File: src/rtl/ultrasonido_pkg.sv
// rtl/ultrasonido_pkg.sv - shared types, defaults and echo-width helpers for the HC-SR04 emulator
package ultrasonido_pkg;

  typedef enum logic [2:0] {
    IDLE,
    TRIG_MEAS,
    BURST,
    ECHO,
    HOLDOFF
  } state_t;

  typedef logic [15:0] width_t;

  localparam int US_PER_CM_DEF = 58;

  function automatic logic in_range(input logic [8:0] d, input int max_cm);
    return (d != 9'd0) && (int'(d) <= max_cm);
  endfunction

  // Round-trip echo width in microseconds; distance 0 or beyond range reports no target.
  function automatic width_t calc_width(input logic [8:0] d, input int per_cm,
                                        input int max_cm, input int timeout_us);
    if (in_range(d, max_cm)) return width_t'(int'(d) * per_cm);
    return width_t'(timeout_us);
  endfunction

endpackage

File: src/rtl/tick_1us.sv
// rtl/tick_1us.sv - free-running prescaler producing a one-cycle pulse every DIV clocks
module tick_1us #(
  parameter int DIV = 100
) (
  input  logic clk,
  input  logic reset,
  output logic tick
);

  localparam int CW = (DIV > 1) ? $clog2(DIV) : 1;
  localparam logic [CW-1:0] LAST = CW'(DIV - 1);

  logic [CW-1:0] cnt;

  always_ff @(posedge clk) begin
    if (reset) begin
      cnt <= '0;
    end else if (cnt == LAST) begin
      cnt <= '0;
    end else begin
      cnt <= cnt + CW'(1);
    end
  end

  assign tick = (cnt == LAST);

endmodule

File: src/rtl/ultrasonido_emulador.sv
// rtl/ultrasonido_emulador.sv - HC-SR04 responder: qualifies Trigger, returns a distance-coded Echo pulse.
// Optional ULTRASONIDO_JITTER_EN adds 0..7 us of LFSR jitter to in-range echo widths.
module ultrasonido_emulador
  import ultrasonido_pkg::*;
#(
  parameter int CLK_HZ      = 100_000_000,
  parameter int TRIG_MIN_US = 10,
  parameter int BURST_US    = 200,
  parameter int US_PER_CM   = US_PER_CM_DEF,
  parameter int MAX_CM      = 400,
  parameter int TIMEOUT_US  = 38000,
  parameter int HOLDOFF_US  = 10000
) (
  input  logic       Clock,
  input  logic       Reset,
  input  logic       Trigger,
  input  logic [8:0] Distancia,
  output logic       Echo,
  output logic       Busy,
  output logic       TrigError
);

  localparam int     DIV          = CLK_HZ / 1_000_000;
  localparam width_t TRIG_MIN     = width_t'(TRIG_MIN_US);
  localparam width_t BURST_LAST   = width_t'(BURST_US - 1);
  localparam width_t HOLDOFF_LAST = width_t'(HOLDOFF_US - 1);

  state_t state, state_next;
  width_t count, count_next;
  width_t width, width_next;
  logic   trig_error_next;
  logic   trig_meta, trig_sync, trig_prev;
  logic   rise, fall, tick;

`ifdef ULTRASONIDO_JITTER_EN
  logic [15:0] lfsr, lfsr_next;
`endif

  tick_1us #(.DIV(DIV)) u_tick (
    .clk   (Clock),
    .reset (Reset),
    .tick  (tick)
  );

  // Edges come only from the synchronized copy, so a Trigger already high on entering IDLE never counts.
  assign rise = trig_sync & ~trig_prev;
  assign fall = ~trig_sync & trig_prev;
  assign Busy = (state != IDLE);

  always_comb begin
    state_next      = state;
    count_next      = count;
    width_next      = width;
    trig_error_next = 1'b0;
`ifdef ULTRASONIDO_JITTER_EN
    lfsr_next       = lfsr;
`endif
    case (state)
      IDLE: begin
        if (rise) begin
          state_next = TRIG_MEAS;
          count_next = '0;
        end
      end
      TRIG_MEAS: begin
        if (fall) begin
          count_next = '0;
          if (count >= TRIG_MIN) begin
            state_next = BURST;
            width_next = calc_width(Distancia, US_PER_CM, MAX_CM, TIMEOUT_US);
`ifdef ULTRASONIDO_JITTER_EN
            if (in_range(Distancia, MAX_CM)) width_next = width_next + 16'(lfsr[2:0]);
            lfsr_next = {lfsr[14:0], lfsr[15] ^ lfsr[13] ^ lfsr[12] ^ lfsr[10]};
`endif
          end else begin
            state_next      = IDLE;
            trig_error_next = 1'b1;
          end
        end else if (tick && (count < TRIG_MIN)) begin
          count_next = count + 16'd1;
        end
      end
      BURST: begin
        if (tick) begin
          if (count == BURST_LAST) begin
            state_next = ECHO;
            count_next = '0;
          end else begin
            count_next = count + 16'd1;
          end
        end
      end
      ECHO: begin
        if (tick) begin
          if (count == width - 16'd1) begin
            state_next = HOLDOFF;
            count_next = '0;
          end else begin
            count_next = count + 16'd1;
          end
        end
      end
      HOLDOFF: begin
        if (tick) begin
          if (count == HOLDOFF_LAST) begin
            state_next = IDLE;
            count_next = '0;
          end else begin
            count_next = count + 16'd1;
          end
        end
      end
      default: begin
        state_next = IDLE;
        count_next = '0;
      end
    endcase
  end

  always_ff @(posedge Clock) begin
    if (Reset) begin
      state     <= IDLE;
      count     <= '0;
      width     <= '0;
      Echo      <= 1'b0;
      TrigError <= 1'b0;
      trig_meta <= 1'b0;
      trig_sync <= 1'b0;
      trig_prev <= 1'b0;
    end else begin
      state     <= state_next;
      count     <= count_next;
      width     <= width_next;
      Echo      <= (state_next == ECHO);
      TrigError <= trig_error_next;
      trig_meta <= Trigger;
      trig_sync <= trig_meta;
      trig_prev <= trig_sync;
    end
  end

`ifdef ULTRASONIDO_JITTER_EN
  always_ff @(posedge Clock) begin
    if (Reset) lfsr <= 16'hACE1;
    else       lfsr <= lfsr_next;
  end
`endif

endmodule

File: config.mk
export PLATFORM = sky130hd
export DESIGN_NAME = ultrasonido_emulador
export DESIGN_NICKNAME = d
export VERILOG_FILES = /design/src/rtl/ultrasonido_pkg.sv /design/src/rtl/tick_1us.sv /design/src/rtl/ultrasonido_emulador.sv
export SDC_FILE = /design/constraint.sdc
export NUM_CORES = 1
export LEC_CHECK = 0
export CORE_ASPECT_RATIO = 1.5
export CORE_MARGIN = 2
export CORE_UTILIZATION = 40
export CTS_BUF_LIST = sky130_fd_sc_hd__clkbuf_2
export DETAILED_ROUTE_END_ITERATION = 8
export GPL_TIMING_DRIVEN = 0
export PLACE_DENSITY = 0.67
export SKIP_CTS_REPAIR_TIMING = 1
export SLEW_MARGIN = 40
export SYNTH_ARGS = -nofsm -noshare
export SYNTH_HDL_FRONTEND = slang
export SYNTH_HIERARCHICAL = 1
export SYNTH_SLANG_ARGS = --single-unit
export TNS_END_PERCENT = 30
File: constraint.sdc
create_clock -name Clock -period 10.7 [get_ports Clock]
set_clock_uncertainty 0.1 [all_clocks]
set_input_delay 2.675 -clock Clock [delete_from_list [all_inputs] [get_ports Clock]]
set_output_delay 2.675 -clock Clock [all_outputs]
set_load 0.03 [all_outputs]
==> flow_results.org, run 1 <==
#+TITLE: Implementation results

** Power and ir drop
- Power dissipated in sequential cells :: about 180 uW
- Internal power consumption :: between 200 and 300 uW
- Comb pwr :: ~150 uW
- The leakage component of the power was reported as ~1.7 nW.
- Sw frac :: 0.361
- Part of the power in registers :: 0.438
- Share of total power in the clock network :: 0.198
- The biggest slice of the total power is consumed by registers.
- In this run the power spent charging and discharging nets is around 140 uW.
- Combinational fraction of design power :: 0.364
- Total power density per cell area :: between 90 and 100 nW/um2
- Summing internal, switching and leakage power gives about 400 uW.
- For the clock group, total power comes out at just under 80 uW.
- Per the power-grid run, VDD falls by no more than around 55 uV.

** Floorplan
- Die Ht :: approximately 120 um
- The floorplan step records an initial core utilization of 0.405.
- For this floorplan the total number of well-tap instances is ~120.
- I/O pin total :: 15
- The initialized floorplan defines 44 standard-cell rows.
- In this run the full chip footprint comes out at between 10000 and 15000 um2.
- The total area inside the core boundary comes to between 9000 and 10000 um2.
- Measured along the x axis, the die boundary spans around 84 um.

** Yosys
- The number of nets handed over by synthesis was ~530.
- The commonest register cell is dfxtp_1.
- Per the synthesis report, the dominant area consumer among library cells is dfxtp_1.
- The cell count after synthesis came out at between 400 and 500.
- Area figure in the yosys stat output :: roughly 4000 um2
- Dominant cells by area after synthesis :: dfxtp_1, ha_1, fa_1
- For this run, the register share of the synthesized area comes to 0.237.
- For reference, the top logic cell family by area is simple AND/OR/NAND/NOR gates.
- The post-synth count of flops with an enable pin is 0.
- Per the synthesis report, the simple-gate share of the synthesized area is 0.235.
- Average cell area after synthesis :: ~8.3 um2
- Synthesis instantiated 69 different standard cells from the library.
- Most numerous cell in the Yosys netlist :: dfxtp_1
- In the synthesized netlist the async set-or-reset flop fraction comes to 0.
- Of the total synthesized cell area, the portion taken by AND-OR and OR-AND cells is 0.204.
- Yosys reported a register bit count of approximately 46.
- Post-synthesis share of cell area spent on full adders, half adders and majority gates :: 0.199
- The share of synthesized area in the top cell type comes to 0.237.
- Per the synthesis report, the XOR/XNOR share of the synthesized area is 0.0631.
- The number of cells reported by Yosys stat comes to 468.
- The synthesis run shows the most used standard cells to be dfxtp_1, ha_1, inv_1.
- The warning tally printed by Yosys for this design is 6.
- Multiplexer share of the synthesized area :: 0.00258

** Final timing
- Hold_ws :: 364 ps
- Based on the critical path, the design can be clocked at up to roughly 150 MHz.
- The final max-slew violation count recorded for this run is 0.
- The final timing report gives a worst setup slack of approximately 4200 ps.
- Setup repair after global routing missed its margin :: no
- Transition time at the pin with the least slew margin :: ~770 ps
- Setup violations, final :: 0
- The final timing report derives a shortest allowable period of 6480 ps.
- In the finished design, the share of the clock period the worst path needs comes to 0.606.
- Across all checked pins, the minimum headroom to the slew limit is 0.483.
- Setup total negative slack on the finished layout was measured at 0 ps.

** Clock tree
- Clock latency on the worst-skew pair, taken at its later pin, is 460 ps.
- Looking at the clock tree report, the maximum root-to-sink buffer count equals 2.
- Per the CTS log, the maximum H-tree level is 2.
- Master cell of the clock root buffer :: clkbuf_2
- Clock tree from TritonCTS :: built

** Finish
- Multi-input combinational cells in the finished layout were counted as roughly 360.
- Inverters, non-clock :: 37
- Dominant kind of cell by area :: logic gates
- Counting plain and timing-repair buffers in the layout gives 38.
- Fraction of cell area in non-clock buffers :: 0.0549
- Layout Area Growth over Synthesis :: 8.51%
- Combinational gate area :: roughly 2700 um2
- Most common logic cells in the final layout :: dfxtp_1, ha_1, inv_1
- Per the layout area report, the register area comes to around 920 um2.
- Clock buffer count in the final layout :: 5
- The largest registers in the layout are count: 16 flops, width: 15 flops, u_tick/cnt: 7 flops.
- Max FFs per register :: 16
- Share of cells above drive strength 1 :: 0.0531
- Antenna Diode Count :: 0
- Filler cell count in the final layout :: approximately 1000
- Area fraction of clock buffers and clock inverters :: 0.0110
- Final standard cell utilization of the core :: 0.440
- Of the total standard cell area in the layout, the sequential portion is 0.219.
- Register with the most flip-flops :: count
- The finished cells cover roughly 4200 um2.

** Critical path
- Stages on the worst setup path :: 15
- Crit path arrival time :: between 6000 and 7000 ps
- Looking at the setup timing report, the critical path kind is primary input to flip-flop.
- OpenSTA lists the critical path endpoint as width[14]$_SDFFE_PP0P_.
- Cell-by-cell listing of the critical path :: clkdlybuf4s50_1 -> fa_1 -> ha_1 -> inv_1 -> fa_1 -> inv_1 -> ha_1 -> a21o_1 -> a21oi_1 -> o21bai_1 -> a2111oi_0 -> o31ai_1 -> xnor2_1 -> a22oi_1 -> nor2_1
- Critical path data required time :: ~11000 ps
- The worst setup path is captured at a flip-flop.
- Worst path max stage delay :: between 600 and 700 ps
- The most critical setup path has its startpoint at Distancia[3].
- Worst reg2reg startpoint :: width[1]$_SDFFE_PP0P_
- Standard cell with the maximum stage delay on the critical path :: clkdlybuf4s50_1
- The worst register-to-register path depth is 10.
- Per the timing report, the most critical flop-to-flop path finishes at count[12]$_SDFFE_PP0P_.
- Buffer and inverter count on the worst path :: 3
- The critical path maximum fanout is 5.
- Per STA, the worst path accumulates the most delay in the family adder cells.
- Startpoint class of the critical path :: primary input
- Worst reg-to-reg setup slack :: 6920 ps

** Global routing
- Per the GRT congestion report, total overflow comes to 0.
- Met3 GRT Util :: 0.0252
- Initial antenna violation count :: 0
- The global routing stage identified its most utilized layer as met2.
- Number of global-route vias before repair :: about 3400
- For met1 alone, demand over resource in global routing was 0.188.
- Maximum number of pins on one net before global-route repair :: 16

** Flow run
- Max-cap violations :: 0
- In this run the tools logged warnings totalling 39.

** Route
- Met3 wire length :: 311 um
- Post-detailed-route via-to-cell ratio :: between 5 and 6
- First-pass iteration count of the detailed router :: 4
- DRC errors left :: 0
- The detailed router reports a met2 wire length of ~5.1 mm.
- Max layer used :: met4
- Post-Route M1 WL :: approximately 3.5 mm
- Initial DRC Count :: around 230
- Final ANT Viol Nets :: 0

** Placed design
- The wire-length estimate of the detail-placed layout is around 7.4 mm.
- Cell count after placement :: 597
- STA on the placed design reports a worst setup slack of approximately 3700 ps.
- Input and output buffers added on the ports amount to 14.
- After its last routability iteration, the placer logged a weighted congestion of just under 0.9.
- Post-detailed-placement cell area :: between 4000 and 5000 um2

** Worst hold path
- Start point of the worst min-delay path :: trig_meta$_SDFF_PP0_
- The number of cells on the worst hold path is listed as 1.
- Looking at the hold checks, the worst path lands on trig_sync$_SDFF_PP0_.
- The tightest min-delay check is of the flip-flop to flip-flop type.

** Run status
- Outcome :: finished clean
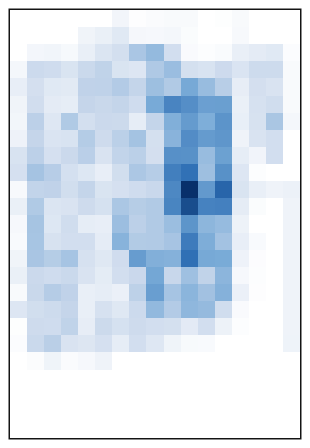
(run_1/wire_density.png)
17 x 25 tiles, from white (low) to dark blue (high), scaled to the fullest tile. Values are wire area over tile area, all layers added.
mean over tiles: 0.14
tiles over half the peak: 7.3%
nearly empty tiles: 31%
emptiest ninth of the die: lower right
detailed-route wire length per cell: 15.4 um
overall fraction of global-route tracks in use: 0.181
via count: 3441
Routed WL: 9.31 mm

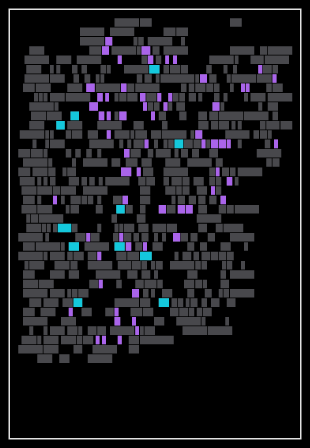
(run_1/gate_families.png)
[cyan] AND-OR and OR-AND gates | cells: 11 | most used: a21o_1
[purple] NOR gates | cells: 63 | most used: nor2_1
share of the final layout cell area in multi-input gates: 0.648
count of placed standard cells in the final layout, fillers left out: 605
most frequently placed logic cell in the final layout: dfxtp_1

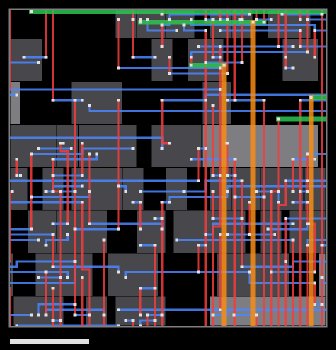
(run_1/zoom.png)
Bar = 5 um. Region (32, 77) to (52, 97) um. Cells in grey, sequential cells in the stronger grey; small squares are vias.
[green] met3
[red] met2
[blue] met1
[orange] met4
cells with their middle in the window: 39
most frequent: nor2_1 (5), inv_1 (4)
sequential cells in the window: 2
netlist names of flops here include: count (2)

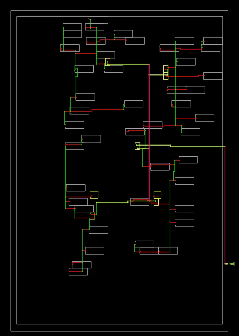
(run_1/final_clocks.png)
clock sinks: 46
count of sequential standard cells: 46
clock buffers created by TritonCTS: 5

## Run 2: what changed since run 1
==> constraint.sdc (replaced) <==
create_clock -name Clock -period 6 [get_ports Clock]
set_clock_uncertainty 0.1 [all_clocks]
set_input_delay 1.5 -clock Clock [delete_from_list [all_inputs] [get_ports Clock]]
set_output_delay 1.5 -clock Clock [all_outputs]
set_load 0.03 [all_outputs]
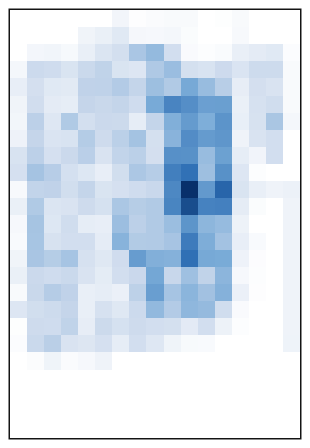
(run_2/wire_density.png)
17 x 25 tiles, from white (low) to dark blue (high), scaled to the fullest tile. Values are wire area over tile area, all layers added.
fullest tile: 0.82
tiles over half the peak: 7.3%
mean over tiles: 0.14

==> flow_results.org, run 2 <==
#+TITLE: Implementation results

** Yosys
- The count of library flops with an enable pin is 0 (unchanged).
- Post-synthesis share of cell area spent on full adders, half adders and majority gates :: 0.199 (unchanged)
- Count of yosys warnings during synthesis :: 6 (unchanged)
- Leading post-synthesis cells by instance count :: dfxtp_1, ha_1, inv_1
- Mapped Cells :: 468 (unchanged)
- The number of standard cells reported by yosys was 468 (unchanged).
- Main kind of combinational logic by area :: simple AND/OR/NAND/NOR gates
- Post-Synth XOR/XNOR Area :: 0.0631 (unchanged)
- Dominant synthesized flop cell :: dfxtp_1
- Library cell occupying the most area in the post-synthesis netlist :: dfxtp_1
- The average size of a mapped cell came to 8.30 um2 (unchanged).
- Multiplexer share of the synthesized area :: 0.00258 (unchanged)
- The register area share after synthesis came to 0.237 (unchanged).
- The fraction of synthesized cell area taken by the top area cell type was 0.237 (unchanged).
- The flip-flop and latch count after synthesis came to 46 (unchanged).
- Most numerous cell in the Yosys netlist :: dfxtp_1
- Share of flip-flops with an asynchronous set or reset after synthesis :: 0 (unchanged)

** Finish
- Multi-input comb cells :: 361 (unchanged)
- The final core utilization is 0.440 (unchanged).
- Most frequently placed logic cell in the final layout :: dfxtp_1
- The sequential cell area share came to 0.219 (unchanged).
- Counting flops per register, the top entry is count.
- The largest registers in the layout are count: 16 flops, width: 15 flops, u_tick/cnt: 7 flops.
- Number of ordinary and repair buffers in the finished layout :: 38 (unchanged)
- Count of placed standard cells in the final layout, fillers left out :: 605 (unchanged)
- Antenna Diode Count :: 0 (unchanged)
- Clock buffer count in the final layout :: 5 (unchanged)
- Max FFs per register :: 16 (unchanged)
- Looking at the area split, the leading class of cells is logic gates.
- The portion of the layout cell area used by clock cells came to 0.0110 (unchanged).
- Storage cell area :: 921 um2 (unchanged)
- Combinational gate area :: 2730 um2 (unchanged)

** Power and ir drop
- The power density over the cells was 169 nW/um2 (+78%).
- The cell-internal power came to 456 uW (+78%).
- Pleak :: 1.70 nW (unchanged)
- The total power after layout was 714 uW (+78%).
- Switch Pwr :: 258 uW (+78%)
- The combinational logic power came to 260 uW (+78%).
- Peak supply drop :: 97.4 uV (+78%)
- The power drawn by the clock network is 141 uW (+78%).
- The clock network fraction of total power came to 0.198 (about the same).

** Worst hold path
- The worst hold path cell count is 1 (unchanged).
- Start point of the worst min-delay path :: trig_meta$_SDFF_PP0_

** Critical path
- The launch point of the worst register-to-register path is recorded as width[1]$_SDFFE_PP0P_.
- Grouping stages by cell kind, the critical path spends the most delay in adder cells.
- The critical path in this run is classified as primary input to flip-flop.
- Crit path capture type :: flip-flop
- R2r worst-path depth :: 10 (unchanged)
- Worst reg-to-reg setup slack :: 2220 ps (-4700 ps)
- Critical path data required time :: 6250 ps (-4700 ps)
- Cell-by-cell listing of the critical path :: clkdlybuf4s50_1 -> fa_1 -> ha_1 -> inv_1 -> fa_1 -> inv_1 -> ha_1 -> a21o_1 -> a21oi_1 -> o21bai_1 -> a2111oi_0 -> o31ai_1 -> xnor2_1 -> a22oi_1 -> nor2_1

** Route
- Initial DRC Count :: 234 (unchanged)
- The number of remaining DRC errors was 0 (unchanged).
- Via count :: 3441 (unchanged)
- Met3 wire length :: 311 um (unchanged)
- The wire length reported by the detailed router is 9.31 mm (unchanged).

** Global routing
- Looking at the global route congestion table, the highest-usage layer is met2.
- Met3 GRT Util :: 0.0252 (unchanged)
- The total routing resource utilization after global routing was 0.181 (unchanged).
- The number of global-route vias before repair came to 3391 (unchanged).
- Maximum number of pins on one net before global-route repair :: 16 (unchanged)
- The met1 usage in global routing came to 0.188 (unchanged).

** Flow run
- The total of max-cap violations came to 0 (unchanged).
- The number of OpenROAD warnings was 39 (unchanged).

** Placed design
- PortBufs :: 14 (unchanged)
- The placement-stage cell area was 4170 um2 (unchanged).
- Cell count after placement :: 597 (unchanged)
- The weighted congestion at the end of routability-driven global placement is 0.889 (unchanged).
- The worst setup timing slack at the placement stage is 126 ps (-3520 ps).
- Placed wire-length estimate :: 7.41 mm (unchanged)

** Final timing
- Of the available clock period, the critical path in the final layout requires 0.885.
- Hold_ws :: 364 ps (unchanged)
- Remaining max-slew budget at the tightest pin :: 0.483 (unchanged)
- Minimum period implied by the final worst setup slack :: 5310 ps
- Final Max Slew Viols :: 0 (unchanged)
- The slew at the pin closest to its max-slew limit is 765 ps (unchanged).
- The final-report setup violation count is 0 (unchanged).
- The accumulated negative setup slack was 0 ps (unchanged).

** Floorplan
- I/O pin total :: 15 (unchanged)
- Chip Width :: 84.5 um (unchanged)
- The floorplan utilization is 0.405 (unchanged).
- Cell Rows :: 44 (unchanged)

** Clock tree
- Clock buffers created by TritonCTS :: 5 (unchanged)
- Clock tree from TritonCTS :: built

** Run status
- Outcome :: finished clean
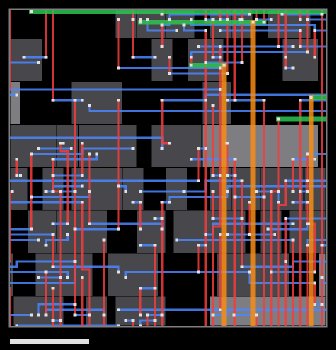
(run_2/zoom.png)
Bar = 5 um. Region (32, 77) to (52, 97) um. Cells in grey, sequential cells in the stronger grey; small squares are vias.
[blue] met1
[red] met2
[orange] met4
[green] met3
most frequent: nor2_1 (5), inv_1 (4)
sequential cells in the window: 2
cells with their middle in the window: 39
netlist names of flops here include: count (2)

## Run 3: what changed since run 2
--- a/config.mk
+++ b/config.mk
@@ -10,8 +10,9 @@
 export CORE_UTILIZATION = 40
 export CTS_BUF_LIST = sky130_fd_sc_hd__clkbuf_2
 export DETAILED_ROUTE_END_ITERATION = 8
+export GPL_ROUTABILITY_DRIVEN = 0
 export GPL_TIMING_DRIVEN = 0
-export PLACE_DENSITY = 0.67
+export PLACE_DENSITY_LB_ADDON = 0.15
 export SKIP_CTS_REPAIR_TIMING = 1
 export SLEW_MARGIN = 40
 export SYNTH_ARGS = -nofsm -noshare
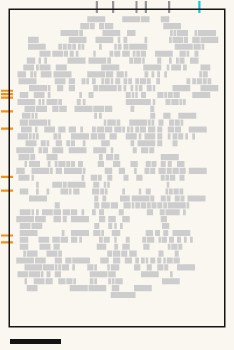
(run_3/pins.png)
Bar = 20 um. Pins as bars across the die edge, other pins in grey.
[orange] Distancia | pins: 9 | direction: input | edge: left
[cyan] Clock | pins: 1 | direction: input | edge: top
all pins by edge: 9 left, 6 top

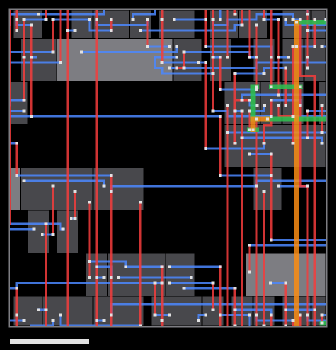
(run_3/zoom.png)
Bar = 5 um. Region (32, 77) to (52, 97) um. Cells in grey, sequential cells in the stronger grey; small squares are vias.
[green] met3
[red] met2
[orange] met4
[blue] met1
sequential cells in the window: 2
cells with their middle in the window: 36
netlist names of flops here include: count (1), state (1)
most frequent: nor2_1 (5)

==> flow_results.org, run 3 <==
#+TITLE: Implementation results

** Final timing
- The final critical-path required period is 5310 ps (-2.07 ps).
- The accumulated negative setup slack is 0 ps (unchanged).
- Final Max Slew Viols :: 0 (unchanged)
- The slew at the pin closest to its max-slew limit is 817 ps (+51.8 ps).
- The final-report setup violation count was 0 (unchanged).
- Hold_ws :: 367 ps (+3.40 ps)
- Remaining max-slew budget at the tightest pin :: 0.455 (-0.0274)

** Clock tree
- Clock buffers created by TritonCTS :: 5 (unchanged)
- TritonCTS built the clock tree.

** Yosys
- Post-Synth XOR/XNOR Area :: 0.0631 (unchanged)
- Main kind of combinational logic by area :: simple AND/OR/NAND/NOR gates
- Dominant synthesized flop cell :: dfxtp_1
- In the synthesized netlist, the cells that appear most often are dfxtp_1, ha_1, inv_1.
- The instance tally after logic synthesis is 468 (unchanged).
- Average cell area after synthesis :: 8.30 um2 (unchanged)
- Yosys instantiated no cell more often than dfxtp_1.
- AND/OR/NAND/NOR Cells, Area Fraction :: 0.235
- Post-synthesis share of cell area spent on full adders, half adders and majority gates :: 0.199 (unchanged)
- The number of standard cells reported by yosys was 468 (unchanged).
- Multiplexer share of the synthesized area :: 0.00258 (unchanged)
- Portion of synthesized cell area occupied by the leading cell type :: 0.237 (unchanged)
- Share of flip-flops with an asynchronous set or reset after synthesis :: 0 (unchanged)
- EDFF count, synth :: 0 (unchanged)
- The number of warnings printed during yosys synthesis is 6 (unchanged).
- Library cell occupying the most area in the post-synthesis netlist :: dfxtp_1
- Number of synthesized register bits :: 46 (unchanged)

** Placed design
- The total placed cells including tap cells is 597 (unchanged).
- The placement-stage cell area was 4170 um2 (unchanged).
- The worst setup timing slack at the placement stage came to 126 ps (-0.237 ps).
- Placed wire-length estimate :: 7.74 mm (+4.4%)
- The number of buffers added on ports was 14 (unchanged).

** Finish
- Number of ordinary and repair buffers in the finished layout :: 38 (unchanged)
- Final standard cell utilization of the core :: 0.441 (+0.000915)
- Storage cell area :: 921 um2 (unchanged)
- Antenna Diode Count :: 1 (+1)
- Most common logic cells in the final layout :: dfxtp_1, ha_1, inv_1
- More flip-flops sit in one register than any other, and that register is count.
- Register share of the cell area :: 0.218 (-0.000453)
- The number of flip-flops under the largest register name was 16 (unchanged).
- For the completed layout, the total cell area is recorded as roughly 4200 um2.
- Area fraction of clock buffers and clock inverters :: 0.0110 (-0.0000228)
- Count of placed standard cells in the final layout, fillers left out :: 606 (+0.17%)
- Clock buffer count in the final layout :: 5 (unchanged)
- Largest registers :: count: 16 flops, width: 15 flops, u_tick/cnt: 7 flops
- Most frequently placed logic cell in the final layout :: dfxtp_1
- Combinational gate area :: 2740 um2 (+0.23%)
- According to the cell report, flip-flops and latches in the layout number ~46.

** Power and ir drop
- Comb pwr :: 260 uW (about the same)
- Total power of the final layout :: 718 uW (+0.56%)
- The highest ir drop seen on vdd is 97.5 uV (+0.12%).
- The cell-internal power is 456 uW (about the same).
- The power density over the cells was 170 nW/um2 (+0.35%).
- Pleak :: 1.70 nW (+0.17%)
- The switching power was 262 uW (+1.5%).
- Clock net power :: 145 uW (+3%)
- Share of total power in the clock network :: 0.201 (+0.003)

** Critical path
- Worst reg-to-reg setup slack :: 2200 ps (-20 ps)
- Critical path data required time :: 6270 ps (+20 ps)
- Cell-by-cell listing of the critical path :: clkdlybuf4s50_1 -> fa_1 -> ha_1 -> inv_1 -> fa_1 -> inv_1 -> ha_1 -> a21o_1 -> a21oi_1 -> o21bai_1 -> a2111oi_0 -> o31ai_1 -> xnor2_1 -> a22oi_1 -> nor2_1
- In this design, the largest share of critical-path delay is due to adder cells.
- For the worst reg-to-reg path, the startpoint reported by OpenROAD is width[1]$_SDFFE_PP0P_.
- R2r worst-path depth :: 10 (unchanged)

** Global routing
- The total routing resource utilization after global routing came to 0.189 (+0.00832).
- Global-route layer with the greatest usage :: met2
- Maximum number of pins on one net before global-route repair :: 16 (unchanged)
- The number of global-route vias before repair is 3321 (-2.1%).
- The met1 usage in global routing is 0.195 (+0.00706).
- Met3 GRT Util :: 0.0192 (-0.00596)
- The number of antenna violations at the first check in global routing came to 1.

** Run status
- The run finished with clean final reports.

** Worst hold path
- Hold Path Stages :: 1 (unchanged)

** Route
- Initial DRC Count :: 198 (-15%)
- The wire length reported by the detailed router came to 9.75 mm (+4.7%).
- Via count :: 3428 (-0.38%)
- The met3 wire length came to 300 um (-3.5%).

** Floorplan
- Core utilization at floorplan :: 0.405 (unchanged)
- I/O pin total :: 15 (unchanged)
- Cell Rows :: 44 (unchanged)
- Chip Width :: 84.5 um (unchanged)

** Flow run
- Total number of warnings across the stage logs :: 39 (unchanged)
- The total of max-cap violations was 0 (unchanged).
Power and IR drop assume default switching activity.
